Run 1, signal wires by layer:
Only two layers are drawn.
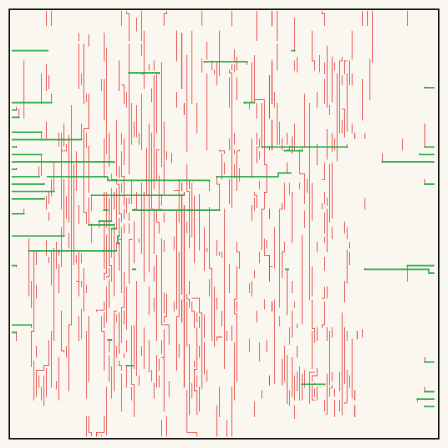
Run 1, signal wires on met4:
Supply wires on this layer in grey.
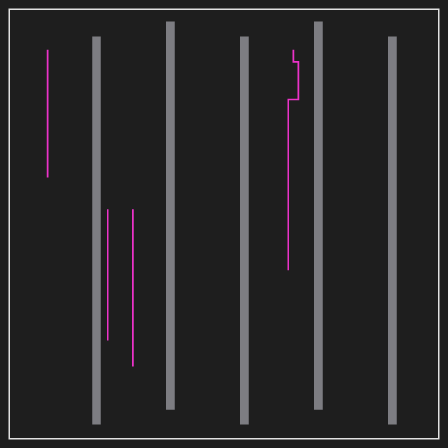
Run 1, met1 routing:
Supply wires on this layer in grey.
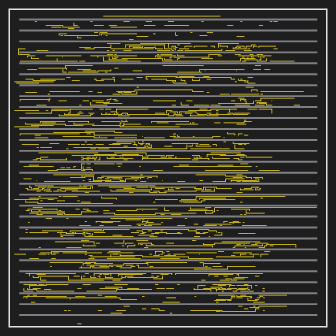
Run 1, the clock network:
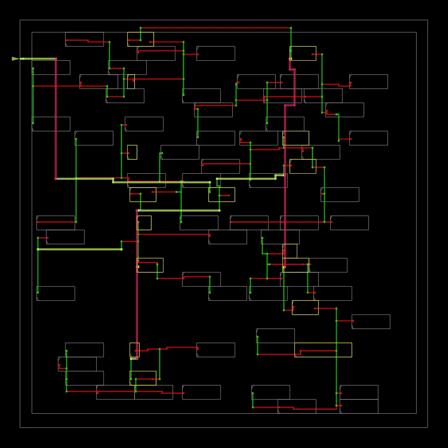
### src/rtl/s1494_scan_pkg.sv
// s1494_scan_pkg: mode and controller encodings plus the LFSR/MISR helpers.
package s1494_scan_pkg;

    typedef enum logic [1:0] {
        M_FUNC  = 2'b00,
        M_SHIFT = 2'b01,
        M_HOLD  = 2'b10,
        M_BIST  = 2'b11
    } mode_e;

    typedef enum logic [1:0] {
        S_IDLE,
        S_RUN,
        S_DONE
    } fsm_e;

    localparam int MAX_SIG = 64;
    localparam int MAX_VEC = 128;

    // Widths are zero-extended to MAX_SIG, so a right shift never pulls in stray bits.
    function automatic logic [MAX_SIG-1:0] galois(input logic [MAX_SIG-1:0] x,
                                                  input logic [MAX_SIG-1:0] poly);
        return (x >> 1) ^ (x[0] ? poly : '0);
    endfunction

    function automatic logic [MAX_SIG-1:0] fold(input logic [MAX_VEC-1:0] v, input int w);
        logic [MAX_SIG-1:0] f;
        f = '0;
        for (int j = 0; j < MAX_VEC; j++) f[6'(j % w)] = f[6'(j % w)] ^ v[j];
        return f;
    endfunction

endpackage

### src/rtl/s1494_ns_logic.sv
// s1494_ns_logic: combinational next-state/output cone; replaceable by the real netlist.
module s1494_ns_logic #(
    parameter int IN_W    = 7,
    parameter int STATE_W = 6,
    parameter int OUT_W   = 19
) (
    input  logic [IN_W-1:0]    pi,
    input  logic [STATE_W-1:0] state,
    output logic [STATE_W-1:0] ns,
    output logic [OUT_W-1:0]   npo
);

    assign ns  = state + STATE_W'(pi);
    assign npo = OUT_W'(state);

endmodule

### src/rtl/s1494_scan_ctrl.sv
// s1494_scan_ctrl: functional/scan/hold/BIST wrapper around the s1494 cone,
// with a PRPG driving the inputs and a MISR compacting the outputs during BIST.
module s1494_scan_ctrl
    import s1494_scan_pkg::*;
#(
    parameter int                IN_W     = 7,
    parameter int                STATE_W  = 6,
    parameter int                OUT_W    = 19,
    parameter int                SIG_W    = 16,
    parameter logic [SIG_W-1:0]  POLY     = 16'hB400,
    parameter logic [SIG_W-1:0]  SEED     = 16'hACE1,
    parameter int                BIST_LEN = 256
) (
    input  logic               CLK,
    input  logic               CLR,
    input  logic [1:0]         mode,
    input  logic [IN_W-1:0]    pi,
    input  logic               scan_in,
    input  logic               bist_start,
    output logic [OUT_W-1:0]   po,
    output logic [STATE_W-1:0] state,
    output logic               scan_out,
    output logic [SIG_W-1:0]   sig,
    output logic               bist_busy,
    output logic               sig_valid
);

    localparam int CNT_W = $clog2(BIST_LEN + 1);

    fsm_e               fsm;
    logic [SIG_W-1:0]   prpg;
    logic [CNT_W-1:0]   cnt;
    logic [IN_W-1:0]    pi_eff;
    logic [STATE_W-1:0] ns;
    logic [OUT_W-1:0]   npo;
    logic               run;
    logic               bist;

    assign run      = fsm == S_RUN;
    assign bist     = mode == M_BIST;
    assign pi_eff   = run ? prpg[IN_W-1:0] : pi;
    assign scan_out = state[STATE_W-1];

    s1494_ns_logic #(
        .IN_W    (IN_W),
        .STATE_W (STATE_W),
        .OUT_W   (OUT_W)
    ) u_ns (
        .pi    (pi_eff),
        .state (state),
        .ns    (ns),
        .npo   (npo)
    );

    always_ff @(posedge CLK) begin
        if (CLR) begin
            fsm       <= S_IDLE;
            state     <= '0;
            po        <= '0;
            sig       <= '0;
            prpg      <= SEED;
            cnt       <= '0;
            bist_busy <= 1'b0;
            sig_valid <= 1'b0;
        end else if (run) begin
            // Leaving BIST mode mid-run aborts with every register frozen.
            if (!bist) begin
                fsm       <= S_IDLE;
                bist_busy <= 1'b0;
            end else begin
                state <= ns;
                po    <= npo;
                prpg  <= SIG_W'(galois(MAX_SIG'(prpg), MAX_SIG'(POLY)));
                sig   <= SIG_W'(galois(MAX_SIG'(sig), MAX_SIG'(POLY)) ^ fold(MAX_VEC'(npo), SIG_W));
                cnt   <= cnt + 1'b1;
                if (cnt == CNT_W'(BIST_LEN - 1)) begin
                    fsm       <= S_DONE;
                    bist_busy <= 1'b0;
                    sig_valid <= 1'b1;
                end
            end
        end else begin
            if (mode == M_FUNC) begin
                state <= ns;
                po    <= npo;
            end else if (mode == M_SHIFT) begin
                state <= {state[STATE_W-2:0], scan_in};
            end
            if (fsm == S_DONE) begin
                fsm       <= S_IDLE;
                sig_valid <= 1'b0;
            end else if (bist && bist_start) begin
                fsm       <= S_RUN;
                bist_busy <= 1'b1;
                prpg      <= SEED;
                sig       <= '0;
                cnt       <= '0;
            end
        end
    end

endmodule

### config.mk
export PLATFORM = sky130hd
export DESIGN_NAME = s1494_scan_ctrl
export DESIGN_NICKNAME = d
export VERILOG_FILES = /design/src/rtl/s1494_scan_pkg.sv /design/src/rtl/s1494_ns_logic.sv /design/src/rtl/s1494_scan_ctrl.sv
export SDC_FILE = /design/constraint.sdc
export NUM_CORES = 1
export LEC_CHECK = 0
export CORE_MARGIN = 2
export CORE_UTILIZATION = 51
export CTS_CLUSTER_DIAMETER = 60
export DETAILED_ROUTE_END_ITERATION = 7
export PLACE_DENSITY_LB_ADDON = 0.2
export SYNTH_ARGS = -nofsm -noshare
export SYNTH_HDL_FRONTEND = slang
export SYNTH_SLANG_ARGS = --single-unit
### constraint.sdc
create_clock -name CLK -period 3.39 [get_ports CLK]
set_input_delay 0.5085 -clock CLK [delete_from_list [all_inputs] [get_ports CLK]]
set_output_delay 0.5085 -clock CLK [all_outputs]
set_load 0.02 [all_outputs]
==> summary.txt, run 1 <==
Physical implementation

For reference, the post-synthesis area per instance comes to a little over 8 µm². The capture point of the critical path was reported as state[4]. The largest driver fanout on the critical path is 15.

The core region area is 5439 µm². Internal power comes to 1.190 mW. Per the placement report, the placed cell count is ~440. Power comes to ~1.7 mW. Setup repair after global routing left no endpoint under its margin. In the layout the commonest cells are 57 x dfxtp_1, 56 x nand2_1, 42 x clkdlybuf4s50_1. In the routed design, unresolved DRC markers number 0. The critical path arrival is ~2.8 ns. The buffer levels on the longest clock path is 2. The met1 wire length is between 2000 and 3000 µm. The sort of element at the start of the critical path is a flop. The registers reported with the highest flop counts are prpg x16, sig x16, cnt x9. At the floorplan stage, the core utilization is reported as a little over half. After synthesis, the design contains 341 cells according to Yosys. For the combinational group, total power comes out at 0.320 mW. For this run, the script counts the antenna cells in the layout as 0. The global routing usage on met3 is 5.517%. Summing all non-filler instances in the final layout gives an area of 3416 µm². Post-synth the commonest register cell is dfxtp_1. Post-CTS repair ended up resizing 0 cells. The inserted tap cell count is 72. The layout overhead on the synthesized area is 20.58%. Measured on the final layout, buffering overhead outside the clock network stands at 13.63%. The warning count from the yosys run is 0.

The share of final-layout standard cells stronger than drive strength 1 is 8.707%. The via count of the first global-routing pass was 2185. The run finished with clean final reports.

Row generation in the floorplan step produced 27 rows. The stat command in Yosys gives a chip area of 2833 µm². The die covers 6166 µm².

The launch point of the worst reg-to-reg path is fsm[1]. The global-route congestion overflow total is 0. Setup slack on the worst reg-to-reg path comes out at 0.78 ns.

Counting plain and timing-repair buffers in the layout gives between 40 and 50. The overall die width is 78.53 µm. The fraction of area in clock buffers and inverters is 5.751%. After layout, the inverter instance count without clock inverters stands at 6. The hold path depth is 2.

The number of nets in the layout is slightly below 400. The leakage power summed over all cells is between 1 and 1.5 nW. Along the critical path, the tally of buffer and inverter instances is 2. The combinational share of cell area is 43.92%. Endpoints failing hold in the final report were tallied at 0. The cell with the largest stage delay on the worst path is ha_1. The top metal layer carrying routed signals is met4.

The total power density per cell area is 493.8 nW/µm². The switching part of the total is 29.46%. The number of buffers inserted to repair setup after CTS is 0.

The detailed router's first-iteration violation count is 128. The met2 capacity usage during global routing is 31.88%. After synthesis, the most frequently instantiated cells are 57 x dfxtp_1, 56 x nand2_1, 33 x a21oi_1, 30 x nor2_1, 23 x nand3_1. The timing startpoint of the critical path is fsm[1]. The type recorded for the worst min-delay path is flop to flop. The number of maximum-capacitance constraint violations is 0. The final total negative setup slack is 0 ns. The routed design shows a via density per instance of 5.266.

In this run the biggest area consumer among cell types represents about two fifths of the synthesized area. The cell type group with the largest total delay on the critical path is adder cells. The upper clock frequency limit is 383.0 MHz. Data on the critical path is required at its endpoint by 3.61 ns.
Notes on 'signal wires by layer' above:
Key: green = met3 [wire length 286 µm]; red = met2 [wire length 2700 µm]
count of vias placed by the detailed router: 2375
Post-Route WL: 5981 µm
Tot GR Track Use: 21.18%
drt wl/cell: 13.26 µm

Notes on 'signal wires on met4' above:
The layer carries 118 µm of wire. The wires run mostly vertical. The layer holds 2.0% of the routed length.

Notes on 'met1 routing' above:
The layer holds 48% of the routed length. The wires run mostly horizontal. 354 nets have wire on it.
GR met1 Demand/Resource: 28.65%

Notes on 'the clock network' above:
number of sequential storage elements: 57
number of clock sinks: 57
final setup skew: 0.007492 ns
clock latency at the later pin of the worst-skew pair: 0.33 ns
power in the clock group: 0.636 mW

## run 1: through the flow
stage          hold WS [ns]  util, %
2_1_floorplan        0.4321        -
3_3_place_gp         0.4405    59.19
3_5_place_dp         0.4485    59.19
4_1_cts              0.4415    62.80
5_1_grt              0.4811    62.80
6_report             0.4390    62.80
## run 1: logic make-up (layout without fill, tap and decap cells)
logic type | after synthesis | in the layout | synth area share [%]
xor gates and xnor gates | 20 | 20 | 6.183
DFF | 57 | 57 | 40.28
muxes | 14 | 14 | 5.168
and+or+nand+nor | 133 | 133 | 21.07
buffers and inverters | 44 | 70 | 8.436
AOI/OAI and AO/OA | 61 | 61 | 13.60
adders and majority gates | 11 | 11 | 5.124
other | 1 | 13 | 0.1324
Run 1, close-up of the layout:
The bar under the picture is 10 µm long. Region (24, 24) to (54, 54) µm. Cells in grey, sequential cells in the stronger grey; small squares are vias.
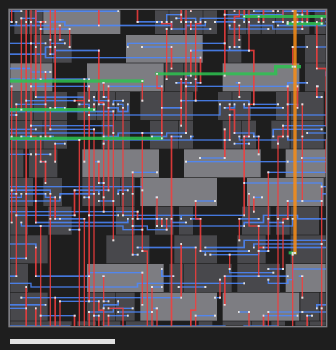

==> run 2: changes to the inputs <==
Clock period 3.39 ns to 2.65 ns, I/O delays scaled along.
Run 2, close-up of the layout:
The bar under the picture is 10 µm long. Region (24, 24) to (54, 54) µm. Cells in grey, sequential cells in the stronger grey; small squares are vias.
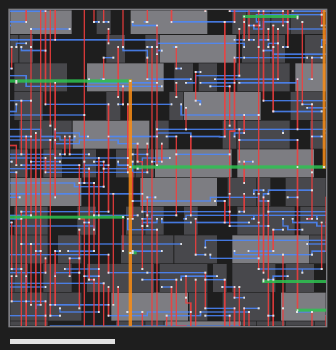
Key: blue = met1; orange = met4; green = met3; red = met2
Sequential cells in the window: 13. 69 logic cells have their middle in the window. Netlist names of flops here include prpg (10). Most frequent: dfxtp_1 (13), nand2_1 (9), nand3_1 (7).

Run 2, signal wires by layer:
Only two layers are drawn.
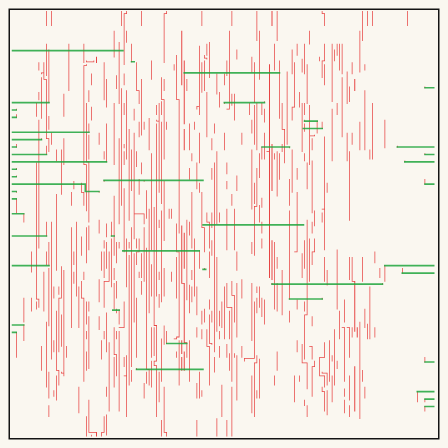
Post-Route WL: 6147 µm
count of vias placed by the detailed router: 2365

==> summary.txt, run 2 <==
Physical implementation

The post-layout minimum cycle time is 2.439 ns. The total number of placement rows came to 27 (unchanged). From synthesis to final layout, the design area changed by 20.19%. The via count of the first global-routing pass is 2181 (-0.18%). The post-synthesis area per instance is 8.307 µm² (unchanged).

The cell family contributing the most delay on the critical path is adder cells. The average routed wire per standard cell is 13.63 µm (+2.8%). The clock network latency to the later pin of the worst-skew pair is 0.34 ns (about the same). The share of final-layout standard cells stronger than drive strength 1 was 8.707% (unchanged). The detailed router's first-iteration violation count is 171 (+34%).

The number of buffers inserted to repair setup after CTS is 0 (unchanged). The final antenna diode count is 0 (unchanged). The switching part of the total is 31.10% (+1.6 points). The area of the die is 6166 µm² (unchanged). The fraction of met1 tracks used by global routing is 28.23% (-0.42 points). The hold path depth is 2 (unchanged). The power in the clock group is 0.727 mW (+14%). In the synthesized netlist the dominant register cell turns out to be dfxtp_1. The run finished with clean final reports. The timing startpoint of the critical path is fsm[1]. Setup repair after global routing left no endpoint under its margin. The met2 capacity usage during global routing is 32.91% (+1.0 points). The most used routing layer in global routing is met2. The combinational power was 0.412 mW (+29%).

The registers reported with the highest flop counts are prpg x16, sig x16, cnt x9. The upper clock frequency limit came to 410.0 MHz (+7.1%). The total power after layout is 2.074 mW (+23%). The launch point of the worst reg-to-reg path is fsm[1]. The core occupancy in the finished layout came to 62.59% (-0.21 points). In the synthesized netlist, the cells that appear most often are 57 x dfxtp_1, 56 x nand2_1, 33 x a21oi_1, 30 x nor2_1, 23 x nand3_1. The post-detailed-route via-to-cell ratio is 5.244 (-0.42%). The critical path arrival is 2.60 ns (-0.23 ns). The TritonCTS sink count is 57 (unchanged). The internal cell power is 1.429 mW (+20%).

The number of maximum-capacitance constraint violations is 0 (unchanged). The slack of the worst reg-to-reg path is 0.21 ns (-0.57 ns). The DRC violations left is 0 (unchanged).

The global routing usage on met3 came to 6.322% (+0.80 points). The required time at the worst-slack endpoint came to 2.81 ns (-0.80 ns). Per the cell usage report, the commonest logic cells after layout are 57 x dfxtp_1, 56 x nand2_1, 42 x clkdlybuf4s50_1. The leakage power summed over all cells is 1.340 nW (-0.20%). The count of instantiated cells in the yosys netlist is 341 (unchanged). The number of antenna violations at the first check in global routing is 0. The share of the core filled by cells before placement is 52.08% (unchanged). The met1 wire length is 2954 µm (+2.7%).

Measured against its own limit, the worst slew margin works out to 25.38%. The combined buffer and inverter count along the critical path is 2 (unchanged). Signal nets in the final route climb as high as met4.

The global-route congestion overflow total is 0 (unchanged). The post-cts repair resize count is 0 (unchanged). The overall die width came to 78.53 µm (unchanged). The largest driver fanout on the critical path came to 10 (-5). The area reported by Yosys stat is 2833 µm² (unchanged).

The count of input and output buffers is roughly 42. The number of nets in the layout is 398 (unchanged). For this design, the slowest cell found on the critical path is fa_1. The post-route clock skew is 0.009931 ns (+0.002440 ns). The final total negative setup slack is 0 ns (unchanged).

The hold violation count in the final report is 0 (unchanged). The top-area cell type share of the netlist area was 40.28% (unchanged). Following the worst setup path forward leads to its endpoint at state[4]. The min-delay analysis places its worst path in the category flop to flop.
## run 2: logic make-up after synthesis
kind of cell | share of synthesized area [%]
fa+ha+maj | 5.124
flops | 40.28
xor+xnor | 6.183
simple gates | 21.07
other cells | 0.1324
compound gates | 13.60
buf+inv | 8.436
mux | 5.168
## run 2: cell type report
class | instances | area, µm² | area share (%)
Inverter | 6 | 22.52 | 0.6615
Multi-Input combinational cell | 252 | 1500 | 44.06
Timing Repair Buffer | 48 | 478.0 | 14.04
Tap cell | 72 | 90.09 | 2.646
Clock inverter | 5 | 31.28 | 0.9188
Clock buffer | 11 | 141.4 | 4.153
Sequential cell | 57 | 1141 | 33.52
## run 2: metrics by stage
step	cells	area, µm²
finish	451	3405
detailed placement	435	3232
global placement	435	3232
floorplan	353	2878
global route	451	3405
CTS	451	3405
No activity file was given, so power comes from the tool's default toggle rates.
